==> src/rtl/pcie_irq_pkg.sv <==
// Shared constants and state encoding for the PCIe multi-vector interrupt generator.
package pcie_irq_pkg;

    localparam int         C_MSI_FIELD_W = 32;
    localparam logic [3:0] C_LEGACY_INTA = 4'b0001;

    typedef enum logic [8:0] {
        S_IDLE         = 9'b0_0000_0001,
        S_SEND_MSI     = 9'b0_0000_0010,
        S_WAIT_MSI     = 9'b0_0000_0100,
        S_RETRY        = 9'b0_0000_1000,
        S_LEG_ASSERT   = 9'b0_0001_0000,
        S_LEG_HOLD     = 9'b0_0010_0000,
        S_LEG_DEASSERT = 9'b0_0100_0000,
        S_WAIT_RDY_N   = 9'b0_1000_0000,
        S_DONE         = 9'b1_0000_0000
    } state_e;

    // Index width that stays legal for a single-vector build.
    function automatic int ptr_w(input int n);
        return (n > 1) ? $clog2(n) : 1;
    endfunction

endpackage

==> src/rtl/pcie_irq_rr_arb.sv <==
// Combinational round-robin picker: lowest requesting index at or after rr_ptr_i, wrapping.
module pcie_irq_rr_arb
    import pcie_irq_pkg::*;
#(
    parameter int C_NUM_VECTORS = 8
) (
    input  logic [C_NUM_VECTORS-1:0]        req_i,
    input  logic [ptr_w(C_NUM_VECTORS)-1:0] rr_ptr_i,
    output logic [ptr_w(C_NUM_VECTORS)-1:0] grant_o,
    output logic                            grant_valid_o
);
    localparam int PTR_W = ptr_w(C_NUM_VECTORS);

    logic [PTR_W-1:0] idx;

    always_comb begin
        grant_o       = '0;
        grant_valid_o = 1'b0;
        idx           = '0;
        for (int i = 0; i < C_NUM_VECTORS; i++) begin
            idx = PTR_W'((int'(rr_ptr_i) + i) % C_NUM_VECTORS);
            if (!grant_valid_o && req_i[idx]) begin
                grant_o       = idx;
                grant_valid_o = 1'b1;
            end
        end
    end

endmodule

==> src/rtl/pcie_irq_vec_gen.sv <==
// Multi-vector interrupt generator: pending/mask tracking, round-robin MSI delivery
// with bounded retry, and shared legacy INTA fallback when MSI is disabled.
module pcie_irq_vec_gen
    import pcie_irq_pkg::*;
#(
    parameter int C_NUM_VECTORS = 8,
    parameter int C_RETRY_DELAY = 16,
    parameter int C_MAX_RETRY   = 3
) (
    input  logic                     pcie_user_clk_i,
    input  logic                     pcie_user_rst_n_i,
    input  logic [C_NUM_VECTORS-1:0] irq_req_i,
    input  logic [C_NUM_VECTORS-1:0] irq_mask_i,
    input  logic                     legacy_irq_clear_i,
    input  logic                     cfg_interrupt_msi_enable_i,
    input  logic                     cfg_interrupt_msi_sent_i,
    input  logic                     cfg_interrupt_msi_fail_i,
    input  logic                     cfg_interrupt_sent_i,
    output logic [C_MSI_FIELD_W-1:0] cfg_interrupt_msi_int_o,
    output logic                     cfg_interrupt_msi_pending_status_data_enable_o,
    output logic [C_MSI_FIELD_W-1:0] cfg_interrupt_msi_pending_status_o,
    output logic                     cfg_interrupt_pending_o,
    output logic [3:0]               cfg_interrupt_int_o,
    output logic [C_NUM_VECTORS-1:0] irq_done_o,
    output logic                     irq_error_o,
    output logic                     irq_busy_o
);
    localparam int PTR_W = ptr_w(C_NUM_VECTORS);
    localparam int RTY_W = $clog2(C_MAX_RETRY + 1);
    localparam int DLY_W = $clog2(C_RETRY_DELAY + 1);

    state_e                   state_q, state_d;
    logic [C_NUM_VECTORS-1:0] pend_q, pend_d, leg_set_q, leg_set_d, clr;
    logic [PTR_W-1:0]         rr_ptr_q, rr_ptr_d, grant_q, grant_d, arb_grant;
    logic                     arb_valid;
    logic [RTY_W-1:0]         retry_q, retry_d;
    logic [DLY_W-1:0]         dly_q, dly_d;
    logic                     is_leg_q, is_leg_d, err_q, err_d;
    logic [C_NUM_VECTORS-1:0] eligible, grant_onehot;

    assign eligible     = pend_q & ~irq_mask_i;
    assign grant_onehot = C_NUM_VECTORS'(1) << grant_q;
    // A new request outranks a same-cycle clear so no event is lost.
    assign pend_d       = (pend_q & ~clr) | irq_req_i;

    pcie_irq_rr_arb #(
        .C_NUM_VECTORS(C_NUM_VECTORS)
    ) u_arb (
        .req_i        (eligible),
        .rr_ptr_i     (rr_ptr_q),
        .grant_o      (arb_grant),
        .grant_valid_o(arb_valid)
    );

    always_comb begin
        state_d   = state_q;
        rr_ptr_d  = rr_ptr_q;
        grant_d   = grant_q;
        leg_set_d = leg_set_q;
        retry_d   = retry_q;
        dly_d     = dly_q;
        is_leg_d  = is_leg_q;
        err_d     = err_q;
        clr       = '0;
        case (state_q)
            S_IDLE: begin
                err_d = 1'b0;
                if (cfg_interrupt_msi_enable_i && arb_valid) begin
                    grant_d  = arb_grant;
                    rr_ptr_d = (arb_grant == PTR_W'(C_NUM_VECTORS - 1)) ? '0 : arb_grant + 1'b1;
                    is_leg_d = 1'b0;
                    state_d  = S_SEND_MSI;
                end else if (!cfg_interrupt_msi_enable_i && arb_valid) begin
                    leg_set_d = eligible;
                    is_leg_d  = 1'b1;
                    state_d   = S_LEG_ASSERT;
                end
            end
            S_SEND_MSI: state_d = S_WAIT_MSI;
            S_WAIT_MSI: begin
                if (cfg_interrupt_msi_sent_i) begin
                    clr     = grant_onehot;
                    retry_d = '0;
                    state_d = S_WAIT_RDY_N;
                end else if (cfg_interrupt_msi_fail_i) begin
                    if (retry_q == RTY_W'(C_MAX_RETRY - 1)) begin
                        clr     = grant_onehot;
                        retry_d = '0;
                        err_d   = 1'b1;
                        state_d = S_DONE;
                    end else begin
                        retry_d = retry_q + 1'b1;
                        dly_d   = DLY_W'(C_RETRY_DELAY - 1);
                        state_d = S_RETRY;
                    end
                end
            end
            S_RETRY: begin
                if (dly_q == '0) state_d = S_IDLE;
                else             dly_d   = dly_q - 1'b1;
            end
            S_LEG_ASSERT:   if (cfg_interrupt_sent_i) state_d = S_LEG_HOLD;
            S_LEG_HOLD:     if (legacy_irq_clear_i)   state_d = S_LEG_DEASSERT;
            S_LEG_DEASSERT: begin
                if (cfg_interrupt_sent_i) begin
                    clr     = leg_set_q;
                    state_d = S_WAIT_RDY_N;
                end
            end
            S_WAIT_RDY_N: begin
                if (!cfg_interrupt_sent_i && !cfg_interrupt_msi_sent_i) state_d = S_DONE;
            end
            S_DONE:  state_d = S_IDLE;
            default: state_d = S_IDLE;
        endcase
    end

    always_comb begin
        cfg_interrupt_msi_int_o                        = '0;
        cfg_interrupt_msi_pending_status_data_enable_o = 1'b0;
        cfg_interrupt_pending_o                        = 1'b0;
        cfg_interrupt_int_o                            = 4'b0000;
        irq_done_o                                     = '0;
        irq_error_o                                    = 1'b0;
        irq_busy_o                                     = (state_q != S_IDLE);
        cfg_interrupt_msi_pending_status_o             = C_MSI_FIELD_W'(pend_q);
        if (state_q == S_SEND_MSI) begin
            cfg_interrupt_msi_int_o = C_MSI_FIELD_W'(grant_onehot);
        end
        if (state_q == S_SEND_MSI || state_q == S_WAIT_MSI) begin
            cfg_interrupt_msi_pending_status_data_enable_o = 1'b1;
        end
        if (state_q == S_LEG_ASSERT || state_q == S_LEG_HOLD) begin
            cfg_interrupt_pending_o = 1'b1;
            cfg_interrupt_int_o     = C_LEGACY_INTA;
        end
        if (state_q == S_DONE) begin
            irq_done_o  = is_leg_q ? leg_set_q : grant_onehot;
            irq_error_o = err_q;
        end
    end

    always_ff @(posedge pcie_user_clk_i or negedge pcie_user_rst_n_i) begin
        if (!pcie_user_rst_n_i) begin
            state_q   <= S_IDLE;
            pend_q    <= '0;
            leg_set_q <= '0;
            rr_ptr_q  <= '0;
            grant_q   <= '0;
            retry_q   <= '0;
            dly_q     <= '0;
            is_leg_q  <= 1'b0;
            err_q     <= 1'b0;
        end else begin
            state_q   <= state_d;
            pend_q    <= pend_d;
            leg_set_q <= leg_set_d;
            rr_ptr_q  <= rr_ptr_d;
            grant_q   <= grant_d;
            retry_q   <= retry_d;
            dly_q     <= dly_d;
            is_leg_q  <= is_leg_d;
            err_q     <= err_d;
        end
    end

endmodule
==> config.mk <==
export PLATFORM = sky130hd
export DESIGN_NAME = pcie_irq_vec_gen
export DESIGN_NICKNAME = d
export VERILOG_FILES = /design/src/rtl/pcie_irq_pkg.sv /design/src/rtl/pcie_irq_rr_arb.sv /design/src/rtl/pcie_irq_vec_gen.sv
export SDC_FILE = /design/constraint.sdc
export NUM_CORES = 1
export LEC_CHECK = 0
export CELL_PAD_IN_SITES_DETAIL_PLACEMENT = 1
export CELL_PAD_IN_SITES_GLOBAL_PLACEMENT = 2
export CORE_MARGIN = 3
export CORE_UTILIZATION = 27
export CTS_BUF_LIST = sky130_fd_sc_hd__clkbuf_2 sky130_fd_sc_hd__clkbuf_4 sky130_fd_sc_hd__clkbuf_8
export DETAILED_ROUTE_END_ITERATION = 16
export GPL_TIMING_DRIVEN = 0
export HOLD_SLACK_MARGIN = 0.15
export PLACE_DENSITY_LB_ADDON = 0.1
export SYNTH_ARGS = -nofsm -noshare
export SYNTH_HDL_FRONTEND = slang
export SYNTH_SLANG_ARGS = --single-unit
export TNS_END_PERCENT = 100
==> constraint.sdc <==
create_clock -name pcie_user_clk_i -period 4.1 [get_ports pcie_user_clk_i]
set_clock_uncertainty 0.15 [all_clocks]
set_input_delay 0.41 -clock pcie_user_clk_i [delete_from_list [all_inputs] [get_ports pcie_user_clk_i]]
set_output_delay 0.41 -clock pcie_user_clk_i [all_outputs]
set_load 0.005 [all_outputs]
==> results.txt, run 1 <==
yosys + openroad results -> Setup-failing EPs final=0, M3 GR Usage=2.57%, Buf+Inv Stages, Crit Path=6, top cells by count=buf_4 (57), dfrtp_1 (39), nand2_1 (36), nor2_1 (30), mux4_2 (19), PnR worst setup slack=138 ps, Simple-Gate Fraction of Synth Area=22.2%, First DRT Iteration DRCs=181, Slew Limit Fails=0, Sw Share=45.1%, Max power group=combinational cells, Post-synth seq share=26.5%, yosys warns=0, DRT antenna net count=0, outcome=complete, no violations, Final Power=3.46 mW, Largest register FFs=9, cells in synth_stat.txt=404, PostCTS Resize Cnt=10, Tapcells=176, Final Cell Area=0.00506 mm2, number of flops mapped to enable cells by yosys=0, average via count per standard cell=4.85, FP Core Util=28.1%, Adder Share, Synth=1.99%, Comb/total area=49.5%, Clock buf/inv share=2.40%, all-layer global routing usage=15.6%, met2 usage=25.7%, RSZ-0062 raised after global routing=false, initial antenna violation count=0, OpenROAD warning count=28, Syn-to-layout area delta=33.9%, buffers outside the clock class=137, AND-OR/OR-AND Cells, Area Fraction=13.6%, non-clock inverter count in the final layout=11, grt met1 use=21.5%, Top cell excl fill/tap=buf_4, Num CTS Buffers=5, combinational gate area=0.00251 mm2, Post-Place Worst Slack=-560 ps, Yosys Chip Area=0.00378 mm2, multi-input gates=335, Fmax=252 MHz, top cells, area=dfrtp_1 (26%), buf_4 (11%), mux4_2 (11%), Ports=103, most flop-heavy register=state_q, cts hold-fix bufs=1, placed cell areas=0.00471 mm2, Clk pin slew, worst setup/hold paths=90 ps, MUX share of area=20.2%, DRC=0, die area=0.0155 mm2, Filler Cell Count=1637, wire length per cell=17.4 um, CTS HTree Levels=2, hold crit path type=input pin to async pin, slowest stage delay, CP=520 ps, proportion of layout cells with a drive suffix above 1=27.7%, R2R cell count=16, crit-path max FO=6, DR vias=3428, met1 wire length=5640 um, Max Cap Viol=0, Tmin final=3960 ps, CP dominant cell by count=ha_1, net switching power=1.56 mW, dpl cells=682, Critical Path Start=rr_ptr_q[1], root buf cell=clkbuf_8, ANT cells=0, distinct lib cells=67, setup TNS=0 ps, Setup crit start kind=register, Leakage=2.14 nW, fraction of area in non-clock buffers=22.8%, Synth area leader=dfrtp_1, Post-Route Utilization=37.6%, DR top layer=met4
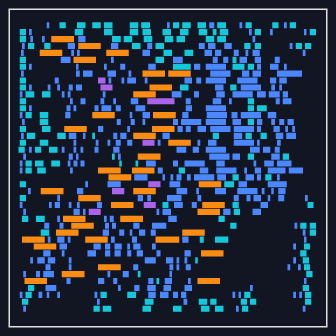
run_1/cell_classes.png
| class | colour | cells | share of their area |
|---|---|---|---|
| other buffers and delay cells | cyan | 137 | 24% |
| all other logic | blue | 346 | 53% |
| flops | orange | 40 | 21% |
| clock drivers and dummy loads | purple | 8 | 2.5% |
Core ar.: 0.0135 mm2
row cnt: 42

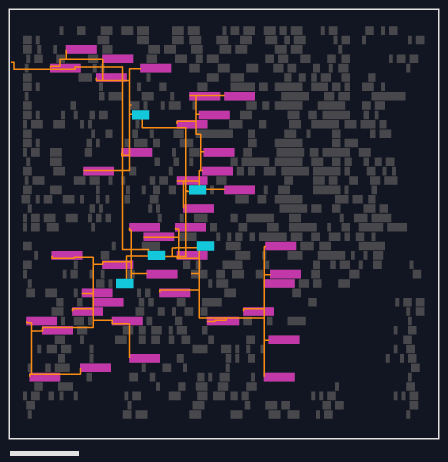
run_1/clock_map.png
The bar under the picture is 20 um long.
[cells driving clock nets] cyan | count: 5
[flip-flops] magenta | count: 40
[clock wires] orange | length: 642 um
routed clock nets: 6
Clk power: 351 uW
Late-Pin Clk Latency: 300 ps

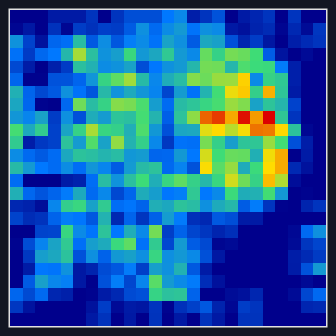
run_1/wire_density.png
25 x 25 tiles, from dark blue (low) to red (high), scaled to the fullest tile. Values are wire area over tile area, all layers added.
mean over tiles: 0.12
fullest tile: 0.51
tiles over half the peak: 11%
emptiest ninth of the die: bottom right

==> run 1 -> run 2 <==
Settings changed: RECOVER_POWER set to 25.
==> run 2 against run 1 <==
  * The flow now finishes with violations (capacitance limit, slew limit)
  * Via count barely moved
  * Largest cell class unchanged
  * Sequential share of layout area rose by 0.069 points
  * Area after synthesis did not move
  * Hold slack did not move
==> results.txt, run 2 <==
yosys + openroad results -> die area=0.0155 mm2, crit-path max FO=6, setup TNS=0 ps, Syn-to-layout area delta=33.4%, Simple-Gate Fraction of Synth Area=22.2%, crit path to=rr_ptr_q[0], PostCTS Resize Cnt=10, top cells by count=buf_4 (57), dfrtp_1 (39), nand2_1 (36), nor2_1 (30), mux4_2 (19), Fmax=252 MHz, FP Core Util=28.1%, placed cell areas=0.00471 mm2, met1 wire length=5630 um, Clk pin slew, worst setup/hold paths=90 ps, Max Cap Viol=1, Yosys Chip Area=0.00378 mm2, AND-OR/OR-AND Cells, Area Fraction=13.6%, row cnt=42, Leakage=2.13 nW, Post-Place Worst Slack=-560 ps, CP dominant cell by count=ha_1, Synth area leader=dfrtp_1, Buf+Inv Stages, Crit Path=6, Adder Share, Synth=1.99%, hold crit path type=register to register, proportion of layout cells with a drive suffix above 1=27.3%, average via count per standard cell=4.85, Num CTS Buffers=5, slowest stage delay, CP=520 ps, critical-path cell list=buf_6 > inv_2 > clkbuf_8 > ha_1 > buf_6 > inv_8 > mux4_2 > buf_4 > and4_1 > o311a_1 > a211oi_4 > nor2b_1 > ha_1 > ha_1 > or4b_1 > o22ai_1, outcome=finished with violations, Hold Crit Depth=1, M3 GR Usage=2.57%, Max power group=combinational cells, DRC=0, Sw Share=45.1%, number of flops mapped to enable cells by yosys=0, non-clock inverter count in the final layout=11, root buf cell=clkbuf_8, Tmin final=3960 ps, Core ar.=0.0135 mm2, Clock buf/inv share=2.41%, fraction of area in non-clock buffers=22.6%, CTS HTree Levels=2, RSZ-0062 raised after global routing=false, dpl cells=682, buffers outside the clock class=137, DR top layer=met4, multi-input gates=335, met2 usage=25.7%, combinational gate area=0.00251 mm2, final wirelength=12300 um, initial antenna violation count=0, Slew Limit Fails=34, top cells, area=dfrtp_1 (26%), buf_4 (11%), mux4_2 (11%), yosys warns=0, Filler Cell Count=1641, Post-Route Utilization=37.5%, launch point of the worst reg-to-reg path=rr_ptr_q[1], First DRT Iteration DRCs=181, cells in synth_stat.txt=404, cts hold-fix bufs=1, Post-synth seq share=26.5%, Comb/total area=49.7%, Setup-failing EPs final=0, PnR worst setup slack=138 ps, ANT cells=0, Critical Path Start=rr_ptr_q[1], DRT antenna net count=0, Ports=103, Late-Pin Clk Latency=300 ps, failing checks=capacitance limit, slew limit, grt met1 use=21.5%, R2R cell count=16, Clk power=351 uW, Largest register FFs=9, Final #Nets=559
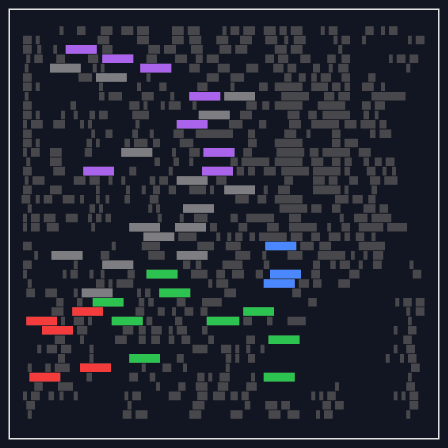
run_2/registers.png
Other sequential cells in the stronger grey, the rest of the logic in the fainter grey.
| signal | colour | sequential cells |
|---|---|---|
| `rr_ptr_q` | blue | 3 |
| `dly_q` | red | 5 |
| `pend_q` | purple | 8 |
| `state_q` | green | 9 |
Seq/total area: 19.9%
Seq. pwr: 625 uW
Register Area: 0.00100 mm2

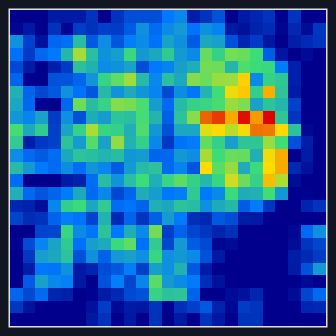
run_2/wire_density.png
25 x 25 tiles, from dark blue (low) to red (high), scaled to the fullest tile. Values are wire area over tile area, all layers added.
mean over tiles: 0.12
nearly empty tiles: 19%
tiles over half the peak: 11%
fullest tile: 0.51
emptiest ninth of the die: bottom right
DR vias: 3429
all-layer global routing usage: 15.6%

==> run 2 -> run 3 <==
Settings changed: CAP_MARGIN set to 25, SLEW_MARGIN set to 5.
==> run 3 against run 2 <==
  * The flow still finishes with violations (capacitance limit, slew limit)
  * Clock power hardly changed
  * Wire length stayed put
  * Final area stayed put
  * Global-route usage stayed put
  * Sequential cell count stayed put
  * Critical path type unchanged
  * Largest cell class unchanged
  * Largest power group unchanged
==> results.txt, run 3 <==
yosys + openroad results -> failing checks=capacitance limit, slew limit, met1 wire length=5630 um, CTS HTree Levels=2, outcome=finished with violations, met2 usage=25.7%, top cells, area=dfrtp_1 (26%), buf_4 (11%), mux4_2 (11%), Num CTS Buffers=5, Leakage=2.13 nW, launch point of the worst reg-to-reg path=rr_ptr_q[1], wire length per cell=17.4 um, CP dominant cell by count=ha_1, RSZ-0062 raised after global routing=false, yosys warns=0, Post-synth seq share=26.5%, Setup crit start kind=register, Top cell excl fill/tap=buf_4, Slew Limit Fails=34, ANT cells=0, grt met1 use=21.5%, PostCTS Resize Cnt=10, M3 GR Usage=2.57%, Clock buf/inv share=2.41%, number of flops mapped to enable cells by yosys=0, Post-Route Utilization=37.5%, die area=0.0155 mm2, Sw Share=45.1%, setup TNS=0 ps, Seq. pwr=625 uW, DR vias=3429, slowest stage delay, CP=520 ps, Hold Crit Depth=1, cells in synth_stat.txt=404, fraction of area in non-clock buffers=22.6%, row cnt=42, DR top layer=met4, Clk power=351 uW, initial antenna violation count=0, Final Power=3.46 mW, non-clock inverter count in the final layout=11, MUX share of area=20.2%, Max Cap Viol=1, Core ar.=0.0135 mm2, Yosys Chip Area=0.00378 mm2, AND-OR/OR-AND Cells, Area Fraction=13.6%, combinational gate area=0.00251 mm2, DRC=0, buffers outside the clock class=137, top cells by count=buf_4 (57), dfrtp_1 (39), nand2_1 (36), nor2_1 (30), mux4_2 (19), Adder Share, Synth=1.99%, critical-path cell list=buf_6 > inv_2 > clkbuf_8 > ha_1 > buf_6 > inv_8 > mux4_2 > buf_4 > and4_1 > o311a_1 > a211oi_4 > nor2b_1 > ha_1 > ha_1 > or4b_1 > o22ai_1, dpl cells=682, Seq/total area=19.9%
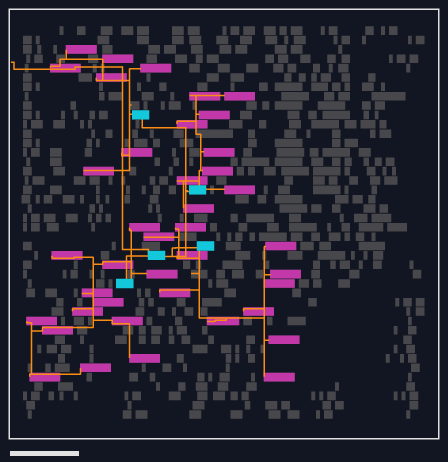
run_3/clock_map.png
The bar under the picture is 20 um long.
[cells driving clock nets] cyan | count: 5
[flip-flops] magenta | count: 40
[clock wires] orange | length: 642 um
routed clock nets: 6
clock power share: 10.1%

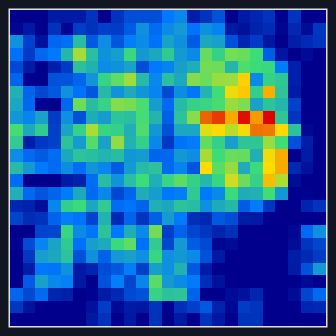
run_3/wire_density.png
25 x 25 tiles, from dark blue (low) to red (high), scaled to the fullest tile. Values are wire area over tile area, all layers added.
mean over tiles: 0.12
nearly empty tiles: 19%
tiles over half the peak: 11%

Power figures rest on the tool's default switching activity, not on a simulated workload.
